### Pin map

Scale: 6 px per micron. Pins as bars across the die edge, other pins in grey.
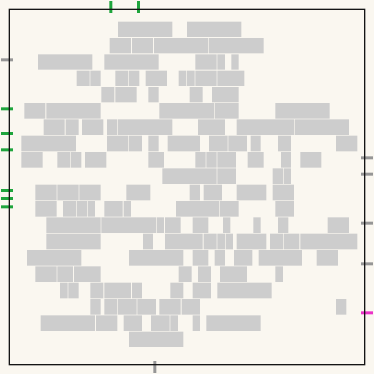
### Clock wiring as the flow saved it

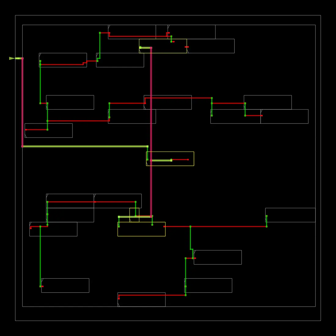
### The metal 3 layer

Scale: 8 px per micron. Cells faint in the background.
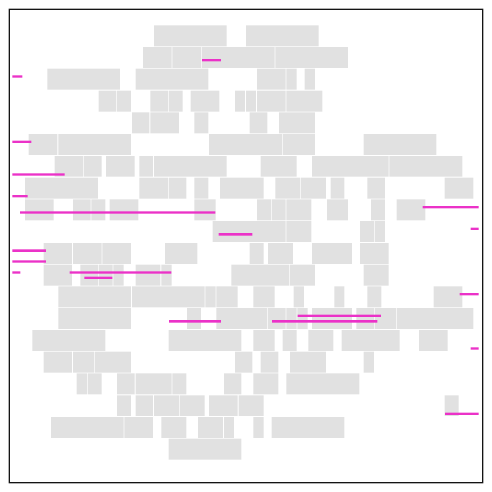
**src/rtl/uart_tx_pkg.sv**
```systemverilog
`default_nettype none
// ============================================================================
//  Module      : uart_tx_pkg
//  Description : Shared UART definitions: default frame/oversample parameters
//                and the one-hot transmitter state encoding.
//  Revision    : 1.0 - initial release
// ============================================================================
package uart_tx_pkg;

    // Default link parameters, shared by the receiver and the baud generator
    localparam int DEF_SIZEDATA   = 8;
    localparam int DEF_OVERSAMPLE = 16;
    localparam int DEF_SB_TICK    = 16;

    // One-hot transmitter states
    localparam logic [3:0] TX_IDLE  = 4'b0001;
    localparam logic [3:0] TX_START = 4'b0010;
    localparam logic [3:0] TX_DATA  = 4'b0100;
    localparam logic [3:0] TX_STOP  = 4'b1000;

    // Larger of two integers, used to size the shared tick counter
    function automatic int max_int(input int a, input int b);
        return (a > b) ? a : b;
    endfunction

endpackage
`default_nettype wire

```
**src/rtl/uart_tx_if.sv**
```systemverilog
`default_nettype none
// ============================================================================
//  Module      : uart_tx_if
//  Description : Handshake/serial bundle between a word source and the UART
//                transmitter. The slave modport is the transmitter side.
//  Revision    : 1.0 - initial release
// ============================================================================
interface uart_tx_if
    import uart_tx_pkg::*;
#(
    parameter int SIZEDATA = DEF_SIZEDATA
);
    logic                i_tick;
    logic                i_tx_start;
    logic [SIZEDATA-1:0] i_tx_data;
    logic                o_tx;
    logic                o_tx_busy;
    logic                o_tx_done;

    modport slave (
        input  i_tick,
        input  i_tx_start,
        input  i_tx_data,
        output o_tx,
        output o_tx_busy,
        output o_tx_done
    );

    modport master (
        output i_tick,
        output i_tx_start,
        output i_tx_data,
        input  o_tx,
        input  o_tx_busy,
        input  o_tx_done
    );
endinterface
`default_nettype wire

```
**src/rtl/uart_tx.sv**
```systemverilog
`default_nettype none
// ============================================================================
//  Module      : uart_tx
//  Description : 8N1-style UART transmitter driven by an external oversampling
//                baud tick. Start bit, SIZEDATA data bits LSB first, stop bit
//                lasting SB_TICK ticks. Line output is registered.
//  Revision    : 1.0 - initial release
// ============================================================================
module uart_tx
    import uart_tx_pkg::*;
#(
    parameter int SIZEDATA   = DEF_SIZEDATA,
    parameter int OVERSAMPLE = DEF_OVERSAMPLE,
    parameter int SB_TICK    = DEF_SB_TICK
)(
    input  wire      i_clock,
    input  wire      i_reset,
    uart_tx_if.slave bus
);

    localparam int SW_RAW = $clog2(max_int(OVERSAMPLE, SB_TICK));
    localparam int SW     = (SW_RAW < 1) ? 1 : SW_RAW;
    localparam int NW_RAW = $clog2(SIZEDATA);
    localparam int NW     = (NW_RAW < 1) ? 1 : NW_RAW;

    localparam logic [SW-1:0] S_BIT_LAST  = SW'(OVERSAMPLE - 1);
    localparam logic [SW-1:0] S_STOP_LAST = SW'(SB_TICK - 1);
    localparam logic [NW-1:0] N_LAST      = NW'(SIZEDATA - 1);

    logic [3:0]          state_q, state_d;
    logic [SW-1:0]       s_q,     s_d;
    logic [NW-1:0]       n_q,     n_d;
    logic [SIZEDATA-1:0] shreg_q, shreg_d;
    logic                tx_q,    tx_d;
    logic                done_q,  done_d;

    // Next-state, counter, shift register and line-level decode
    always_comb begin
        state_d = state_q;
        s_d     = s_q;
        n_d     = n_q;
        shreg_d = shreg_q;
        tx_d    = tx_q;
        done_d  = 1'b0;

        case (state_q)
            TX_IDLE: begin
                tx_d = 1'b1;
                if (bus.i_tx_start) begin
                    shreg_d = bus.i_tx_data;
                    s_d     = '0;
                    state_d = TX_START;
                    tx_d    = 1'b0;
                end
            end

            TX_START: begin
                if (bus.i_tick) begin
                    if (s_q == S_BIT_LAST) begin
                        s_d     = '0;
                        n_d     = '0;
                        state_d = TX_DATA;
                        tx_d    = shreg_q[0];
                    end else begin
                        s_d = s_q + 1'b1;
                    end
                end
            end

            TX_DATA: begin
                if (bus.i_tick) begin
                    if (s_q == S_BIT_LAST) begin
                        s_d     = '0;
                        shreg_d = shreg_q >> 1;
                        if (n_q == N_LAST) begin
                            state_d = TX_STOP;
                            tx_d    = 1'b1;
                        end else begin
                            n_d  = n_q + 1'b1;
                            // Bit 1 becomes the LSB once the register shifts
                            tx_d = shreg_q[1];
                        end
                    end else begin
                        s_d = s_q + 1'b1;
                    end
                end
            end

            TX_STOP: begin
                if (bus.i_tick) begin
                    if (s_q == S_STOP_LAST) begin
                        s_d     = '0;
                        state_d = TX_IDLE;
                        done_d  = 1'b1;
                    end else begin
                        s_d = s_q + 1'b1;
                    end
                end
            end

            default: begin
                // Corrupted one-hot code: fall back to a quiet idle line
                state_d = TX_IDLE;
                s_d     = '0;
                n_d     = '0;
                tx_d    = 1'b1;
            end
        endcase
    end

    // State and datapath registers; reset drops any partial frame at once
    always_ff @(posedge i_clock or negedge i_reset) begin
        if (!i_reset) begin
            state_q <= TX_IDLE;
            s_q     <= '0;
            n_q     <= '0;
            shreg_q <= '0;
            tx_q    <= 1'b1;
            done_q  <= 1'b0;
        end else begin
            state_q <= state_d;
            s_q     <= s_d;
            n_q     <= n_d;
            shreg_q <= shreg_d;
            tx_q    <= tx_d;
            done_q  <= done_d;
        end
    end

    // Busy comes straight from the IDLE flop of the one-hot code, so it is
    // a single register bit and cannot glitch.
    assign bus.o_tx      = tx_q;
    assign bus.o_tx_busy = ~state_q[0];
    assign bus.o_tx_done = done_q;

endmodule
`default_nettype wire
```
**src/flat_wrapper.sv**
```systemverilog
// flat-port wrapper written by rule: the top's interface ports become plain ports
module uart_tx_flat import uart_tx_pkg::*;
#(
    parameter int SIZEDATA   = DEF_SIZEDATA,
    parameter int OVERSAMPLE = DEF_OVERSAMPLE,
    parameter int SB_TICK    = DEF_SB_TICK
)
  (i_clock, i_reset, bus_i_tick, bus_i_tx_start, bus_i_tx_data, bus_o_tx, bus_o_tx_busy, bus_o_tx_done);
  uart_tx_if #(.SIZEDATA(SIZEDATA)) bus_i ();
  input  wire i_clock;
  input  wire i_reset;
  input wire logic [$bits(bus_i.i_tick)-1:0] bus_i_tick;
  input wire logic [$bits(bus_i.i_tx_start)-1:0] bus_i_tx_start;
  input wire logic [$bits(bus_i.i_tx_data)-1:0] bus_i_tx_data;
  output wire logic [$bits(bus_i.o_tx)-1:0] bus_o_tx;
  output wire logic [$bits(bus_i.o_tx_busy)-1:0] bus_o_tx_busy;
  output wire logic [$bits(bus_i.o_tx_done)-1:0] bus_o_tx_done;
  assign bus_i.i_tick = bus_i_tick;
  assign bus_i.i_tx_start = bus_i_tx_start;
  assign bus_i.i_tx_data = bus_i_tx_data;
  assign bus_o_tx = bus_i.o_tx;
  assign bus_o_tx_busy = bus_i.o_tx_busy;
  assign bus_o_tx_done = bus_i.o_tx_done;
  uart_tx #(.SIZEDATA(SIZEDATA), .OVERSAMPLE(OVERSAMPLE), .SB_TICK(SB_TICK)) u_core (.i_clock(i_clock), .i_reset(i_reset), .bus(bus_i));
endmodule
```
**config.mk**
```make
export PLATFORM = sky130hd
export DESIGN_NAME = uart_tx_flat
export DESIGN_NICKNAME = d
export VERILOG_FILES = /design/src/rtl/uart_tx_pkg.sv /design/src/rtl/uart_tx_if.sv /design/src/rtl/uart_tx.sv /design/src/flat_wrapper.sv
export SDC_FILE = /design/constraint.sdc
export NUM_CORES = 1
export LEC_CHECK = 0
export CORE_UTILIZATION = 40
export CTS_BUF_LIST = sky130_fd_sc_hd__clkbuf_16
export CTS_CLUSTER_SIZE = 20
export DETAILED_ROUTE_END_ITERATION = 16
export GPL_ROUTABILITY_DRIVEN = 0
export SLEW_MARGIN = 30
export SYNTH_ARGS = -nofsm -noshare
export SYNTH_HDL_FRONTEND = slang
export SYNTH_SLANG_ARGS = --single-unit
```
**constraint.sdc**
```tcl
create_clock -name i_clock -period 3.82 [get_ports i_clock]
set_input_delay 0.573 -clock i_clock [delete_from_list [all_inputs] [get_ports i_clock]]
set_output_delay 0.573 -clock i_clock [all_outputs]
set_load 0.02 [all_outputs]
```
==> notes.md <==
yosys + openroad results -> run status finished, final reports clean, post-DR wirelength/cell 14.5 microns, Lkg Pwr 0.000627 uW, Die Footprint 3480 sq um, Synth top area share 36.6%, mi-comb count 89, leading cell types in the layout, fill and taps excluded dfrtp_1 (19), clkdlybuf4s50_1 (13), mux2i_1 (10), a21oi_1 (10), a31oi_1 (9), startpoint class of the critical path flop, # diodes 0, worst slack after detailed placement 1.56 ns, highest achievable clock rate 448 MHz, crit path capture type flop, worst hold slack 0.272 ns, post-synthesis simple-gate area fraction 15.0%, worst setup slack for register-to-register paths 1.59 ns, Core Box Area 3080 sq um, maximum clock insertion buffer count 2, Antenna Nets Post-Route 0, path depth of the worst reg2reg path 5, comb area leader AND-OR/OR-AND gates, CP delay by family, top flip-flops, Setup-failing EPs final 0, num ports 15, Max transition margin 59.5%, stages on the worst setup path 5, routing usage on met1 26.7%, instance tally after logic synthesis 123, top cells by area, synth dfrtp_1 (37%), mux2i_1 (7.7%), a31oi_1 (4.3%), Tool Warnings 26, Top cell excl fill/tap dfrtp_1, routed length on met2 1070 microns, Post-Synthesis Cell Area 1300 sq um, number of antenna violations at the first check in global routing 0, peak supply drop 0.318 mV, uppermost layer routed met4, RSZ-0062 raised after global routing false, ratio of routed vias to standard cells 5.58, Slew @ Worst Pin 0.606 ns, DP HPWL 1860 microns, Yosys top cell by area dfrtp_1, clock tree from TritonCTS done, first-pass iteration count of the detailed router 4, Post-Synthesis Net Count 138, Max Transition Viols Final 0, number of max-capacitance violations reported 0, nonclk buf count 16
## Picture notes: 'Pin map'
legend:
  bus_i_tx_data:
    colour: green
    pins: 8
    direction: input
    edge: 6 left, 2 top
  i_reset:
    colour: magenta
    pins: 1
    direction: input
    edge: right
all pins by edge: 7 left, 5 right, 2 top, 1 bottom
y dimension of the die: 59.0 microns
Port Buf Inserts: 14
Die Width: 59.0 microns

## Picture notes: 'Clock wiring as the flow saved it'
number of CTS-inserted buffers: 3
clock buffer count: 3
Clock net power: 225 uW
Latency at later pin: 0.26 ns
clock skew after layout: 0.00377 ns

## Picture notes: 'The metal 3 layer'
wire length on this layer: 108 microns
main direction: horizontal
nets with wire on the layer: 17
vias: 1004
total wirelength of the detailed-routed design: 2610 microns
met3 Track Usage GR: 3.28%

==> Yosys cell counts, drive strengths merged (2+ instances only) <==
cell type	count
nor4b	2
nor3b	3
mux2	2
dfrtp	19
a211o	2
nand2	6
or4b	2
mux2i	10
o2bb2ai	3
o22ai	3
a31oi	9
a211oi	2
o21ai	5
nor2	5
buf	7
nor3	2
ha	3
inv	6
a21oi	10
a22o	3
dfstp	2
==> registers in the layout, indices dropped and copies added, names as in the netlist <==
signal	cells
u_core.bus.o_tx_done	1
u_core.n_q	3
u_core.shreg_q	8
u_core.bus.o_tx	1
u_core.s_q	4
u_core.state_q	4
==> report_power, final <==
group	leakage (uW)	switching, uW	total (uW)	internal (uW)
Clock	0.0000409	83.8	225	141
Sequential	0.000261	107	409	302
Combinational	0.000325	284	556	272
No activity file was given, so power comes from the tool's default toggle rates.
